### src/rtl/snn_pkg.sv
// rtl/snn_pkg.sv - shared constants and saturation helper for the spiking activation stage
package snn_pkg;

   // Membrane handling after a spike
   localparam logic RST_ZERO = 1'b0;
   localparam logic RST_SUB  = 1'b1;

   // Clamp a signed value into the range of a w-bit two's complement number.
   // Callers size-cast the result down to w bits.
   function automatic logic signed [63:0] sat_signed(input logic signed [63:0] x,
                                                      input int unsigned       w);
      logic signed [63:0] max_v;
      logic signed [63:0] min_v;
      max_v = (64'sd1 <<< (w - 1)) - 64'sd1;
      min_v = -(64'sd1 <<< (w - 1));
      if (x > max_v) begin
         return max_v;
      end else if (x < min_v) begin
         return min_v;
      end
      return x;
   endfunction

endpackage

### src/rtl/lif_neuron_channel.sv
// rtl/lif_neuron_channel.sv - one leaky integrate-and-fire neuron with refractory and spike counter
module lif_neuron_channel
   import snn_pkg::*;
#(
   parameter int DATA_W   = 16,
   parameter int CNT_W    = 5,
   parameter int REFRAC_W = 4
) (
   input  logic                     clk,
   input  logic                     rst,
   input  logic                     in_valid,
   input  logic signed [DATA_W-1:0] in_current,
   input  logic signed [DATA_W-1:0] threshold,
   input  logic [3:0]               leak_shift,
   input  logic [REFRAC_W-1:0]      refrac_steps,
   input  logic                     reset_mode,
   input  logic                     clear_counts,
   input  logic                     clear_state,
   output logic                     spike,
   output logic [CNT_W-1:0]         count,
   output logic                     count_sat
);

   localparam logic [CNT_W-1:0] CNT_MAX = {CNT_W{1'b1}};

   logic signed [DATA_W-1:0] v_q, v_d;
   logic [REFRAC_W-1:0]      r_q, r_d;
   logic [CNT_W-1:0]         cnt_q, cnt_d;
   logic                     sat_q, sat_d;
   logic                     spike_q, spike_d;

   logic signed [DATA_W-1:0] v_leak;
   logic signed [DATA_W:0]   sum_ext;
   logic signed [DATA_W-1:0] v_next;
   logic signed [DATA_W:0]   sub_ext;
   logic signed [DATA_W-1:0] v_sub;
   logic                     fire;

   // Integrate, leak, fire decision, refractory countdown and spike counting
   always_comb begin
      v_leak  = (leak_shift == 4'd0) ? v_q : v_q - (v_q >>> leak_shift);
      sum_ext = (DATA_W+1)'(v_leak) + (DATA_W+1)'(in_current);
      v_next  = DATA_W'(sat_signed(64'(sum_ext), DATA_W));
      fire    = (v_next >= threshold);
      sub_ext = (DATA_W+1)'(v_next) - (DATA_W+1)'(threshold);
      v_sub   = DATA_W'(sat_signed(64'(sub_ext), DATA_W));

      v_d     = v_q;
      r_d     = r_q;
      cnt_d   = cnt_q;
      sat_d   = sat_q;
      spike_d = 1'b0;

      if (in_valid) begin
         if (r_q != '0) begin
            // Refractory: input is dropped, potential frozen
            r_d = r_q - REFRAC_W'(1);
         end else if (fire) begin
            v_d     = (reset_mode == RST_SUB) ? v_sub : '0;
            r_d     = refrac_steps;
            spike_d = 1'b1;
         end else begin
            v_d = v_next;
         end
      end

      // State clear overrides any update in the same cycle, including the spike
      if (clear_state) begin
         v_d     = '0;
         r_d     = '0;
         spike_d = 1'b0;
      end

      // Counter clear still lets a coincident spike be counted
      if (clear_counts) begin
         cnt_d = spike_d ? CNT_W'(1) : '0;
         sat_d = 1'b0;
      end else if (spike_d && (cnt_q != CNT_MAX)) begin
         cnt_d = cnt_q + CNT_W'(1);
         sat_d = sat_q | (cnt_d == CNT_MAX);
      end
   end

   // Neuron state registers
   always_ff @(posedge clk or posedge rst) begin
      if (rst) begin
         v_q     <= '0;
         r_q     <= '0;
         cnt_q   <= '0;
         sat_q   <= 1'b0;
         spike_q <= 1'b0;
      end else begin
         v_q     <= v_d;
         r_q     <= r_d;
         cnt_q   <= cnt_d;
         sat_q   <= sat_d;
         spike_q <= spike_d;
      end
   end

   assign spike     = spike_q;
   assign count     = cnt_q;
   assign count_sat = sat_q;

endmodule

### src/rtl/activation_unit_n.sv
// rtl/activation_unit_n.sv - N-channel LIF activation stage with spike counters
module activation_unit_n
   import snn_pkg::*;
#(
   parameter int N_CH     = 4,
   parameter int DATA_W   = 16,
   parameter int CNT_W    = 5,
   parameter int REFRAC_W = 4
) (
   input  logic                     clk,
   input  logic                     rst,
   input  logic                     in_valid,
   input  logic [N_CH*DATA_W-1:0]   in_current,
   input  logic [N_CH*DATA_W-1:0]   threshold,
   input  logic [3:0]               leak_shift,
   input  logic [REFRAC_W-1:0]      refrac_steps,
   input  logic                     reset_mode,
   input  logic                     clear_counts,
   input  logic                     clear_state,
   output logic                     out_valid,
   output logic [N_CH-1:0]          out_spike,
   output logic [N_CH*CNT_W-1:0]    accumulated_spikes,
   output logic [N_CH-1:0]          count_sat
);

   logic out_valid_q, out_valid_d;

   // A timestep result appears one cycle after its input
   always_comb begin
      out_valid_d = in_valid;
   end

   // Output valid register
   always_ff @(posedge clk or posedge rst) begin
      if (rst) begin
         out_valid_q <= 1'b0;
      end else begin
         out_valid_q <= out_valid_d;
      end
   end

   assign out_valid = out_valid_q;

   for (genvar i = 0; i < N_CH; i++) begin : g_ch
      lif_neuron_channel #(
         .DATA_W   (DATA_W),
         .CNT_W    (CNT_W),
         .REFRAC_W (REFRAC_W)
      ) u_ch (
         .clk          (clk),
         .rst          (rst),
         .in_valid     (in_valid),
         .in_current   (in_current[i*DATA_W +: DATA_W]),
         .threshold    (threshold[i*DATA_W +: DATA_W]),
         .leak_shift   (leak_shift),
         .refrac_steps (refrac_steps),
         .reset_mode   (reset_mode),
         .clear_counts (clear_counts),
         .clear_state  (clear_state),
         .spike        (out_spike[i]),
         .count        (accumulated_spikes[i*CNT_W +: CNT_W]),
         .count_sat    (count_sat[i])
      );
   end

endmodule

### config.mk
export PLATFORM = sky130hd
export DESIGN_NAME = activation_unit_n
export DESIGN_NICKNAME = d
export VERILOG_FILES = /design/src/rtl/snn_pkg.sv /design/src/rtl/lif_neuron_channel.sv /design/src/rtl/activation_unit_n.sv
export SDC_FILE = /design/constraint.sdc
export NUM_CORES = 1
export LEC_CHECK = 0
export CORE_ASPECT_RATIO = 0.7
export CORE_MARGIN = 2
export CORE_UTILIZATION = 33
export CTS_BUF_LIST = sky130_fd_sc_hd__clkbuf_8
export DETAILED_ROUTE_END_ITERATION = 7
export PLACE_DENSITY_LB_ADDON = 0.15
export SLEW_MARGIN = 10
export SYNTH_ARGS = -nofsm -noshare
export SYNTH_HDL_FRONTEND = slang
export SYNTH_SLANG_ARGS = --single-unit
### constraint.sdc
create_clock -name clk -period 10.1 [get_ports clk]
set_input_delay 2.02 -clock clk [delete_from_list [all_inputs] [get_ports clk]]
set_output_delay 2.02 -clock clk [all_outputs]
set_load 0.02 [all_outputs]
Fig. 1: met1 routing
Supply wires on this layer in grey.
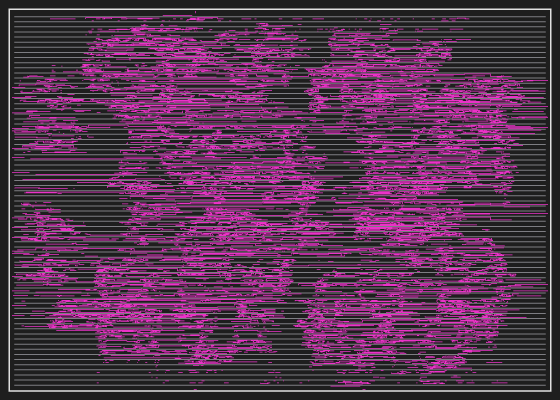
2,916 nets have wire on it. The longest straight run is 90.6 µm. The layer holds 51% of the routed length. The layer carries 32.2 mm of wire. The wires run mostly horizontal.

Fig. 2: clock nets
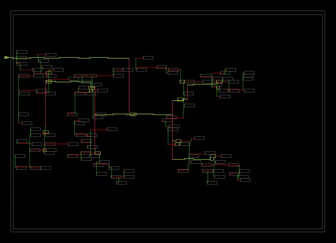
Layout clock buffers: 10
FFs & Latches: 109
insertion delay of the later-clocked pin in the worst-skew pair: 0.44 ns

==> design notes <==
Looking at the clock tree report, the maximum root-to-sink buffer count equals 2. The overall die height is 202 µm. The detail-routed via count per cell came out at 5.48. For the worst setup path, the data required time is 10.42 ns. For reference, the most critical setup path is categorized as in -> reg. The highest cell delay on the worst timing path works out to 0.57 ns. After the flow finishes, the layout carries non-filler instances totaling 3,463. The share of layout cells above drive strength 1 came out at 10.6%. The layout overhead on the synthesized area was 19.8%; the share of the final layout cell area in multi-input gates was 67.3%.

Ranked by total cell area, the synthesized netlist is headed by sky130_fd_sc_hd__dfrtp_1 15%, sky130_fd_sc_hd__ha_1 14%, sky130_fd_sc_hd__nand2_1 6.4%. The run gives 30.3% for the post-synthesis compound-gate area fraction. The cell class ranked first by area was multi-input combinational cells.

The tree is rooted in a sky130_fd_sc_hd__clkbuf_8. RePlAce ended its routability-driven mode at a weighted congestion of 0.897. The pin count of the biggest net entering global routing is 65.

For this run, the final setup violation count is recorded as 0. In this run, synthesis produced a sequential element count of 109. The logs give 14,900 µm² for the total area of multi-input combinational cells and 5 for the number of detailed-routing iterations run before antenna repair.

The post-route clock period utilization was 94.9%; the number of resized instances in the post-cts repair step was 0. After legalization and detailed placement, the total HPWL measured 50.9 mm. Counting flops with a built-in enable in the synthesized netlist gives 0. The net count after synthesis is 2,856. The logs give 18,500 µm² for the area of the mapped netlist and 2,490 for the gate count of the mapped netlist. The number of H-tree branching levels was 3; the share of async-settable or async-resettable flops after synthesis was 100%.

The final-layout worst hold slack is 0.515 ns. TritonCTS built the clock tree. In this run, the synthesized area fraction spent on adder and majority cells is recorded as 16.8%. According to the I/O placement log, the pin count is 171. Before placement the cells fill 33.4% of the core. The run gives 62.6 mm for the total routed wirelength. The number of antenna diodes was 0. The beginning of the critical path is leak_shift[0]. In this run the tools logged warnings totalling 38.

In the layout the tool counted multi-input logic cells amounting to 2,135. Across the whole layout, storage elements account for 2730 µm². Critical path endpoint: g_ch[1].u_ch.v_q[0]. The worst hold path terminates at g_ch[1].u_ch.count_sat.

The tools report the initial antenna violation count as 0. The minimum clock period came out at 9.59 ns. Yosys stat cell total: 2,490.

In the final report, the number of hold violations comes to 0. The cell repeated most along the worst path is sky130_fd_sc_hd__and3_1. The tools report the residual overflow from global routing as 0. The synthesized netlist has a Yosys-reported chip area of 18,500 µm². Adding up every negative setup slack in the final design gives 0 ns. The number of hold buffers added after CTS was 0. On the critical path, the stage with the largest delay is an instance of sky130_fd_sc_hd__mux4_2. Per Yosys stat, the portion of area used by sequential elements is 14.7%.

Of all nets on the critical path, the largest fanout is 17. The number of inserted filler cells in the final layout is 5,753. In the synthesized netlist, the dominant kind of combinational cell is AND-OR/OR-AND gates. Looking at the post-CTS report, the setup buffer insertion count equals 0.

In this run, distinct cell masters in the synthesized netlist total 101. The register with the most flip-flops in the layout has 64 of them. The number of nets in the layout came out at 3,084. Per the post-CTS timing run, clock transition at the registers of the reported paths is 0.11 ns.

In the final report, the number of pins over their slew limit comes to 0. Area share of buffers outside the clock network: 12.8%. sky130_fd_sc_hd__dfrtp_1 takes more of the synthesized area than any other cell. The flow reports an fmax of 104 MHz. The final layout report lists a non-clock inverter count of 147. Clock distribution area overhead in the final layout: 0.864%. The flow ran to the end, and the final reports show no timing, DRC or antenna violations.

The CTS report gives the tree buffer count as 9. Looking at hold timing, the worst path starts from g_ch[1].u_ch.count_sat. The synthesized area divided by synthesized cell count is 7.43 µm². The setup slack of the most critical reg-to-reg path is 1.96 ns, and the global-route usage over all layers is 21.2%. The startpoint of the worst register-to-register path is g_ch[3].u_ch.v_q[10].

Of the total standard cell area in the layout, the sequential portion is 12.3%. In this run the remaining antenna-violating nets after routing total 0. With the total of buffers placed on input and output ports at 170, the wire length of the first global-routing pass is 99.5 mm. The endpoint of the worst-slack reg-to-reg timing path is g_ch[3].u_ch.v_q[1].

Max-cap violations in this run came to 0. The multiplexer area fraction after synthesis is 6.18%. The initialized floorplan defines 72 standard-cell rows. Most used flip-flop cell after synthesis: sky130_fd_sc_hd__dfrtp_1.

The final routed DRC violation total is 0, and the remaining max-slew budget at the tightest pin is 27.9%. Classification of the worst-slack hold path: reg -> reg. The area fraction of the largest cell type after synthesis is 14.7%.

The run gives 0.0175 ns for the worst clock skew. In this run the standard cell core region covers 55,300 µm².
Fig. 3: PDN straps and rails
Pins as bars on the die edge.
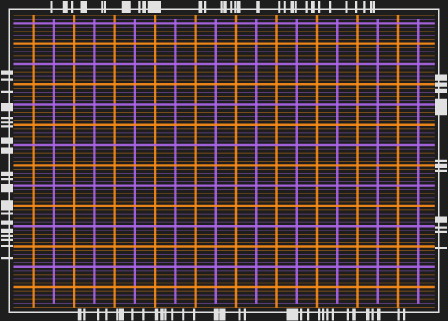
Key: purple = VDD; orange = VSS
The core has 72 rows. 171 signal pins sit on the boundary.

metrics by stage:
step / setup slack [ns] / area [µm²]
floorplan: 0.0915 / 18500
global placement: -0.168 / 21800
detailed placement: -0.218 / 21800
CTS: 0.242 / 22000
global route: -0.00652 / 22200
finish: 0.513 / 22200
placed cells by master (no fill, tap or decap), types with 13 or more instances in the layout:
cell,netlist,final
sky130_fd_sc_hd__nand2_1,314,312
sky130_fd_sc_hd__nor2_1,242,239
sky130_fd_sc_hd__a21oi_1,220,214
sky130_fd_sc_hd__ha_1,212,212
sky130_fd_sc_hd__o21ai_0,175,172
sky130_fd_sc_hd__clkdlybuf4s50_1,0,166
sky130_fd_sc_hd__inv_1,145,144
sky130_fd_sc_hd__buf_4,11,141
sky130_fd_sc_hd__dfrtp_1,109,109
sky130_fd_sc_hd__xnor2_1,83,81
sky130_fd_sc_hd__mux2i_1,68,68
sky130_fd_sc_hd__xor2_1,61,61
sky130_fd_sc_hd__a21o_1,58,58
sky130_fd_sc_hd__o21a_1,45,45
sky130_fd_sc_hd__o21ai_1,43,43
sky130_fd_sc_hd__nor3_1,38,38
sky130_fd_sc_hd__nor2b_1,35,35
sky130_fd_sc_hd__nand3_1,33,33
sky130_fd_sc_hd__nand2b_1,29,29
sky130_fd_sc_hd__a211oi_1,29,28
sky130_fd_sc_hd__o31ai_1,28,27
sky130_fd_sc_hd__maj3_1,22,22
sky130_fd_sc_hd__a22o_1,22,22
sky130_fd_sc_hd__o211ai_1,22,22
sky130_fd_sc_hd__a31oi_1,22,21
sky130_fd_sc_hd__o21bai_1,20,19
sky130_fd_sc_hd__mux2_2,19,19
sky130_fd_sc_hd__or3_1,17,17
sky130_fd_sc_hd__nand4_1,16,16
sky130_fd_sc_hd__and2_1,15,15
sky130_fd_sc_hd__o31a_1,14,14
sky130_fd_sc_hd__and3_1,13,13
sky130_fd_sc_hd__o221ai_1,13,13
worst max-delay path: cells and delay by family:
| kind | cells | cell delay [ns] |
|---|---|---|
| muxes | 2 | 0.87 |
| buffers and inverters | 5 | 0.93 |
| adders and majority gates | 5 | 1.46 |
| AOI/OAI and AO/OA | 14 | 3.29 |
| and+or+nand+nor | 9 | 1.30 |
routing by layer:
layer	GRT usage, %	part of all wire, %	vias to the layer above
met2	32.0	43	493
met5	0	0	-
met4	3.83	1.2	0
met1	32.2	51	8928
met3	2.70	4.9	62
li1	-	-	9510
synth_stat cells (all sizes together) (8+ instances only):
master and count:
a21o 58, and3 13, o211ai 22, o31ai 29, a211oi 31, a22o 22
buf 27, o221ai 19, maj3 22, o21ai 221, o21a 50, mux2 19
a21oi 224, dfrtp 109, a31oi 23, nor3 43, nand3b 8, nand4 16
nand2b 29, fa 12, clkbuf 72, or3 17, and2 17, o21bai 20
inv 145, xnor2 83, a211o 12, nor2 245, nor3b 8, mux2i 68
nor2b 35, or2 14, xor2 61, nand3 34, ha 212, nand2 315
mux4 11, o31a 15
